==> config.mk <==
export PLATFORM = sky130hd
export DESIGN_NAME = memory_stage
export DESIGN_NICKNAME = d
export VERILOG_FILES = /design/src/rtl/riscv_pkg.sv /design/src/rtl/lsu_align.sv /design/src/rtl/memory_stage.sv
export SDC_FILE = /design/constraint.sdc
export NUM_CORES = 1
export LEC_CHECK = 0
export CORE_MARGIN = 2
export CORE_UTILIZATION = 30
export DETAILED_ROUTE_END_ITERATION = 10
export DONT_BUFFER_PORTS = 1
export PLACE_DENSITY = 0.54
export SYNTH_ARGS = -nofsm -noshare
export SYNTH_HDL_FRONTEND = slang
export SYNTH_SLANG_ARGS = --single-unit
==> constraint.sdc <==
create_clock -name clk -period 2.1 [get_ports clk]
set_input_delay 0.21 -clock clk [delete_from_list [all_inputs] [get_ports clk]]
set_output_delay 0.21 -clock clk [all_outputs]
set_load 0.01 [all_outputs]
==> src/rtl/riscv_pkg.sv <==
// Shared types for the memory stage: memory-control encoding, access sizes and M-stage FSM states.
package riscv_pkg;

    typedef enum logic [1:0] {
        MEM_NONE  = 2'b00,
        MEM_LOAD  = 2'b01,
        MEM_STORE = 2'b10
    } mem_op_t;

    typedef enum logic [2:0] {
        SIZE_B  = 3'b000,
        SIZE_H  = 3'b001,
        SIZE_W  = 3'b010,
        SIZE_BU = 3'b100,
        SIZE_HU = 3'b101
    } mem_size_t;

    typedef struct packed {
        mem_op_t   op;
        mem_size_t size;
    } mem_ctrl_t;

    typedef enum logic [1:0] {
        MS_IDLE = 2'b00,
        MS_REQ  = 2'b01,
        MS_WAIT = 2'b10
    } ms_state_t;

    // Halfwords need an even address, words a 4-byte aligned one; unknown sizes are treated as words.
    function automatic logic is_misaligned(input mem_size_t size, input logic [1:0] addr_lo);
        logic mis;
        case (size)
            SIZE_B, SIZE_BU: mis = 1'b0;
            SIZE_H, SIZE_HU: mis = addr_lo[0];
            default:         mis = (addr_lo != 2'b00);
        endcase
        return mis;
    endfunction

    function automatic logic is_mem_op(input mem_op_t op);
        return (op == MEM_LOAD) || (op == MEM_STORE);
    endfunction

endpackage

==> src/rtl/lsu_align.sv <==
// Byte-lane steering for the data bus: store enables/replication and load extraction/extension.
module lsu_align
    import riscv_pkg::*;
(
    input  logic [1:0]  i_addr_lo,
    input  mem_size_t   i_size,
    input  logic [31:0] i_sdata,
    input  logic [31:0] i_rdata,
    output logic [3:0]  o_be,
    output logic [31:0] o_wdata,
    output logic [31:0] o_load,
    output logic        o_misalign
);

    logic [31:0] w_lane;

    assign w_lane     = i_rdata >> {i_addr_lo, 3'b000};
    assign o_misalign = is_misaligned(i_size, i_addr_lo);

    // Lane selection for both directions, keyed on the access size.
    always_comb begin
        o_be    = 4'b0000;
        o_wdata = 32'h0000_0000;
        o_load  = 32'h0000_0000;
        case (i_size)
            SIZE_B: begin
                o_be    = 4'b0001 << i_addr_lo;
                o_wdata = {4{i_sdata[7:0]}};
                o_load  = {{24{w_lane[7]}}, w_lane[7:0]};
            end
            SIZE_BU: begin
                o_be    = 4'b0001 << i_addr_lo;
                o_wdata = {4{i_sdata[7:0]}};
                o_load  = {24'h00_0000, w_lane[7:0]};
            end
            SIZE_H: begin
                o_be    = 4'b0011 << i_addr_lo;
                o_wdata = {2{i_sdata[15:0]}};
                o_load  = {{16{w_lane[15]}}, w_lane[15:0]};
            end
            SIZE_HU: begin
                o_be    = 4'b0011 << i_addr_lo;
                o_wdata = {2{i_sdata[15:0]}};
                o_load  = {16'h0000, w_lane[15:0]};
            end
            default: begin
                o_be    = 4'b1111;
                o_wdata = i_sdata;
                o_load  = w_lane;
            end
        endcase
    end

endmodule

==> src/rtl/memory_stage.sv <==
// M pipeline stage: E/M register, data-bus handshake FSM, stall generation and writeback selection.
module memory_stage
    import riscv_pkg::*;
(
    input  logic        clk,
    input  logic        rst_n,
    input  logic [4:0]  mem_ctrl_e,
    input  logic        reg_we_e,
    input  logic [4:0]  rd_e,
    input  logic        bubble_e,
    input  logic [31:0] exec_res_e,
    input  logic [31:0] fwd_b_e,
    output logic [31:0] exec_res_m,
    output logic [31:0] reg_d_m,
    output logic        reg_we_m,
    output logic [4:0]  rd_m,
    output logic        stall_m,
    output logic        misalign_m,
    output logic        dmem_req,
    output logic        dmem_we,
    output logic [31:0] dmem_addr,
    output logic [3:0]  dmem_be,
    output logic [31:0] dmem_wdata,
    input  logic        dmem_gnt,
    input  logic        dmem_rvalid,
    input  logic [31:0] dmem_rdata
);

    mem_ctrl_t   w_ctrl_e;
    logic        w_capture_mem;
    logic        w_stall;
    logic        w_m_mem;
    logic [3:0]  w_be;
    logic [31:0] w_wdata;
    logic [31:0] w_load;
    logic        w_misalign;

    logic        r_valid;
    mem_ctrl_t   r_ctrl;
    logic        r_reg_we;
    logic [4:0]  r_rd;
    logic [31:0] r_res;
    logic [31:0] r_sdata;
    ms_state_t   r_state;
    ms_state_t   w_state_nxt;

    assign w_ctrl_e      = mem_ctrl_t'(mem_ctrl_e);
    assign w_capture_mem = !bubble_e && is_mem_op(w_ctrl_e.op)
                           && !is_misaligned(w_ctrl_e.size, exec_res_e[1:0]);
    assign w_m_mem       = r_valid && is_mem_op(r_ctrl.op);

    lsu_align u_lsu_align (
        .i_addr_lo  (r_res[1:0]),
        .i_size     (r_ctrl.size),
        .i_sdata    (r_sdata),
        .i_rdata    (dmem_rdata),
        .o_be       (w_be),
        .o_wdata    (w_wdata),
        .o_load     (w_load),
        .o_misalign (w_misalign)
    );

    // E/M pipeline register; frozen while an access is outstanding.
    always_ff @(posedge clk or negedge rst_n) begin
        if (!rst_n) begin
            r_valid  <= 1'b0;
            r_ctrl   <= '{op: MEM_NONE, size: SIZE_B};
            r_reg_we <= 1'b0;
            r_rd     <= 5'd0;
            r_res    <= 32'h0000_0000;
            r_sdata  <= 32'h0000_0000;
        end else if (!w_stall) begin
            r_valid  <= !bubble_e;
            r_ctrl   <= w_ctrl_e;
            r_reg_we <= reg_we_e;
            r_rd     <= rd_e;
            r_res    <= exec_res_e;
            r_sdata  <= fwd_b_e;
        end
    end

    // FSM state register.
    always_ff @(posedge clk or negedge rst_n) begin
        if (!rst_n) begin
            r_state <= MS_IDLE;
        end else begin
            r_state <= w_state_nxt;
        end
    end

    // Next state: on completion, jump straight to REQ when the incoming instruction is a memory op.
    always_comb begin
        w_state_nxt = MS_IDLE;
        case (r_state)
            MS_IDLE: w_state_nxt = w_capture_mem ? MS_REQ : MS_IDLE;
            MS_REQ: begin
                if (!dmem_gnt) begin
                    w_state_nxt = MS_REQ;
                end else if (r_ctrl.op == MEM_LOAD) begin
                    w_state_nxt = MS_WAIT;
                end else begin
                    w_state_nxt = w_capture_mem ? MS_REQ : MS_IDLE;
                end
            end
            MS_WAIT: begin
                if (dmem_rvalid) begin
                    w_state_nxt = w_capture_mem ? MS_REQ : MS_IDLE;
                end else begin
                    w_state_nxt = MS_WAIT;
                end
            end
            default: w_state_nxt = MS_IDLE;
        endcase
    end

    // Outputs: bus request fields, stall, and the writeback value/enable.
    always_comb begin
        w_stall    = ((r_state == MS_REQ) && (!dmem_gnt || (r_ctrl.op == MEM_LOAD)))
                     || ((r_state == MS_WAIT) && !dmem_rvalid);
        dmem_req   = (r_state == MS_REQ);
        dmem_we    = dmem_req && (r_ctrl.op == MEM_STORE);
        dmem_addr  = {r_res[31:2], 2'b00};
        dmem_be    = dmem_req ? w_be : 4'b0000;
        dmem_wdata = dmem_req ? w_wdata : 32'h0000_0000;
        misalign_m = w_m_mem && w_misalign;
        reg_d_m    = (r_ctrl.op == MEM_LOAD) ? w_load : r_res;
        reg_we_m   = r_valid && r_reg_we && !w_stall && !misalign_m
                     && (r_ctrl.op != MEM_STORE)
                     && ((r_ctrl.op != MEM_LOAD) || (r_state == MS_WAIT));
    end

    assign stall_m    = w_stall;
    assign exec_res_m = r_res;
    assign rd_m       = r_rd;

endmodule

==> run_1/power_grid.png <==
Bar = 50 µm. Pins as bars on the die edge.
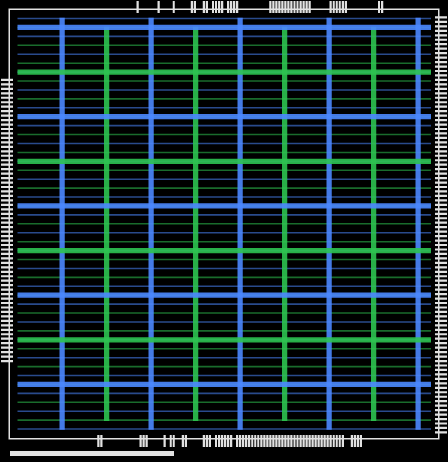
VDD -> green
VSS -> blue
met5 straps = 9
signal pins = 254
met1 rails = 47
rows = 46
met4 straps = 9

==> run_1/congestion.png <==
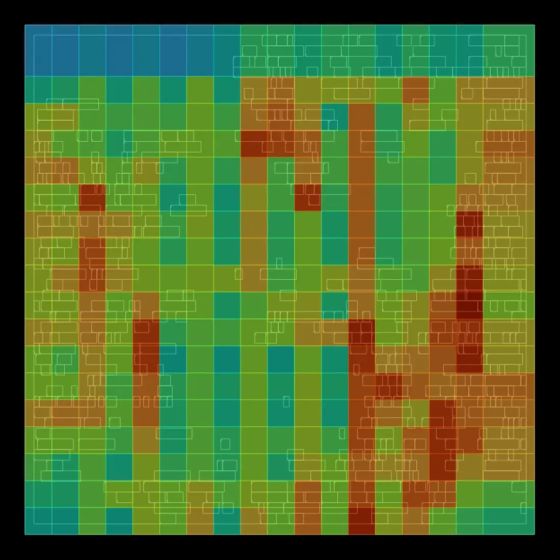
GRT Max-Usage Layer: met2
routing usage on met1: 18.6%
met3 GRT Util: 5.82%
Core Util, Final: 36.8%
met2 usage: 35.0%

==> run_1/io_fan.png <==
Bar = 50 µm.
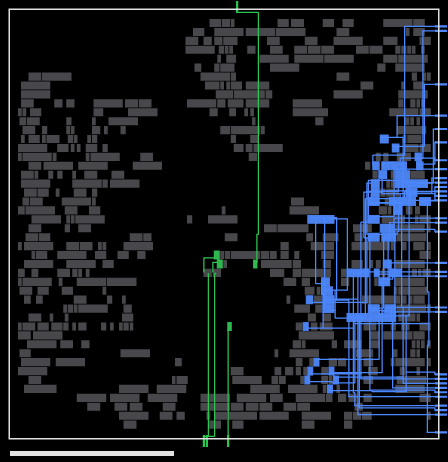
`dmem_be` -> green  # bits 4, direction output, edge 3 bottom, 1 top, end cells 4, buffers 2, wire 233 µm
`dmem_rdata` -> blue  # bits 32, direction input, edge right, end cells 50, buffers 0, wire 1,850 µm

==> results.txt, run 1 <==
run results: status=completed, vias in the first global route=3,862, worst hold path type=in2reg, DR WL met3=1490 µm, kind of critical path=reg2out, layout cells sized above 1=30.8%, Total GRT Usage=18.6%, Final setup violation count=0, Ports=254, DR WL met2=8500 µm, Layout clock area frac=5.22%, Most common reg cell=dfrtp_1, most common logic cells in the final layout=76 x dfrtp_1, 64 x mux2_2, 44 x nand2_1, r2r setup slk=0.32 ns, # Taps=216, #FFs+latches synth=78, root buffer cell=clkbuf_16, register share of the cell area=33.7%, total power=5.19 mW, worst hold slack=0.00884 ns, Clock Sinks=78, Layout Nets=624, dpl cells=682, Die Size=17,000 µm², final wirelength=16,400 µm, Async SR Flop Fraction=100%, register area=1950 µm², crit end category=output pin, syn avg cell area=9.71 µm², synthesis-to-layout area growth=20.9%, Residual DRC=0, Hold EP=r_ctrl[4], grt total ovfl=0, Post-synth mux share=23.0%, MI comb area=2440 µm², first-pass GRT wire length=23,100 µm, Final Non-Filler Cells=729, Yosys Warn Count=0, count of library flops with an enable pin=0, core area=15,800 µm², CTS Buffer Depth=2, combinational share of power=30.5%, VDD IR max=381 µV, global placer's final weighted congestion=0.807
==> run 1 -> run 2 <==
SYNTH_HIERARCHICAL = 1   (was unset)
==> run 2 against run 1 <==
  * The run now ends with setup timing left
  * Fmax fell by 1.1%
  * Utilization rose by 1.1 points
  * Non-clock buffer count rose by 25
  * Routed wire length rose by 11%
  * Final cell count rose by 3.4%
  * Combinational power rose by about 10%
  * Clock power fell by 4%
  * Register-to-register slack got worse by 0.22 ns
  * First-iteration DRC count fell by 22%
  * Sequential share of layout area fell by 4.8 points
  * Count of clock-buffer cells in the layout rose by 2
  * Via count rose by 3.1%
  * Largest cell class unchanged
  * Largest power group unchanged
  * Highest routed layer unchanged
==> results.txt, run 2 <==
run results: grt total ovfl=0 (unchanged), routing usage on met1=20.5% (was 18.6%), vias in the first global route=4,333 (was 3,862), setup ws final=-0.0193 ns (was 0.00493 ns), CTS Buffer Depth=2 (unchanged), worst hold path type=in2reg (unchanged), Post-synth mux share=34.5% (was 23.0%), VDD IR max=355 µV (was 381 µV), DR WL met2=9610 µm (was 8500 µm), failing checks=setup timing, first-pass GRT wire length=27,500 µm (was 23,100 µm), combinational share of power=33.0% (was 30.5%), Clock Sinks=78 (unchanged), register share of the cell area=28.9% (was 33.7%), dpl cells=658 (was 682), register area=1960 µm² (was 1950 µm²), met2 usage=34.4% (was 35.0%), Most common reg cell=dfrtp_1 (unchanged), Final Non-Filler Cells=754 (was 729), most common logic cells in the final layout=74 x dfrtp_1, 62 x mux2_4, 58 x dlygate4sd3_1 (was 76 x dfrtp_1, 64 x mux2_2, 44 x nand2_1), Total GRT Usage=18.9% (was 18.6%), kind of critical path=reg2out (unchanged), Final setup violation count=5 (was 0), MI comb area=3170 µm² (was 2440 µm²), crit end category=output pin (unchanged), Residual DRC=0 (unchanged), core area=17,900 µm² (was 15,800 µm²), GRT Max-Usage Layer=met2 (unchanged), status=finished, violations left (was completed), Hold EP=exec_res_m[4] (was r_ctrl[4]), worst hold slack=0.0156 ns (was 0.00884 ns)
==> run_2/power_grid.png <==
Bar = 50 µm. Pins as bars on the die edge.
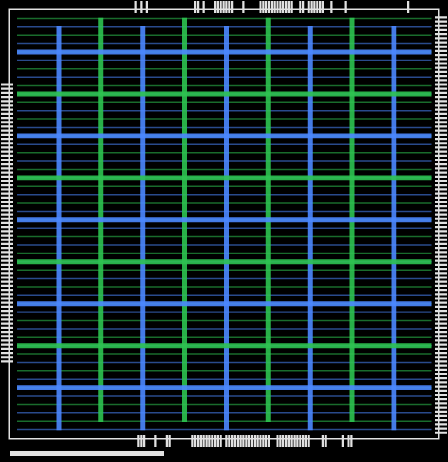
VDD -> green
VSS -> blue
met1 rails = 50
met4 straps = 9

Power figures rest on the tool's default switching activity, not on a simulated workload.
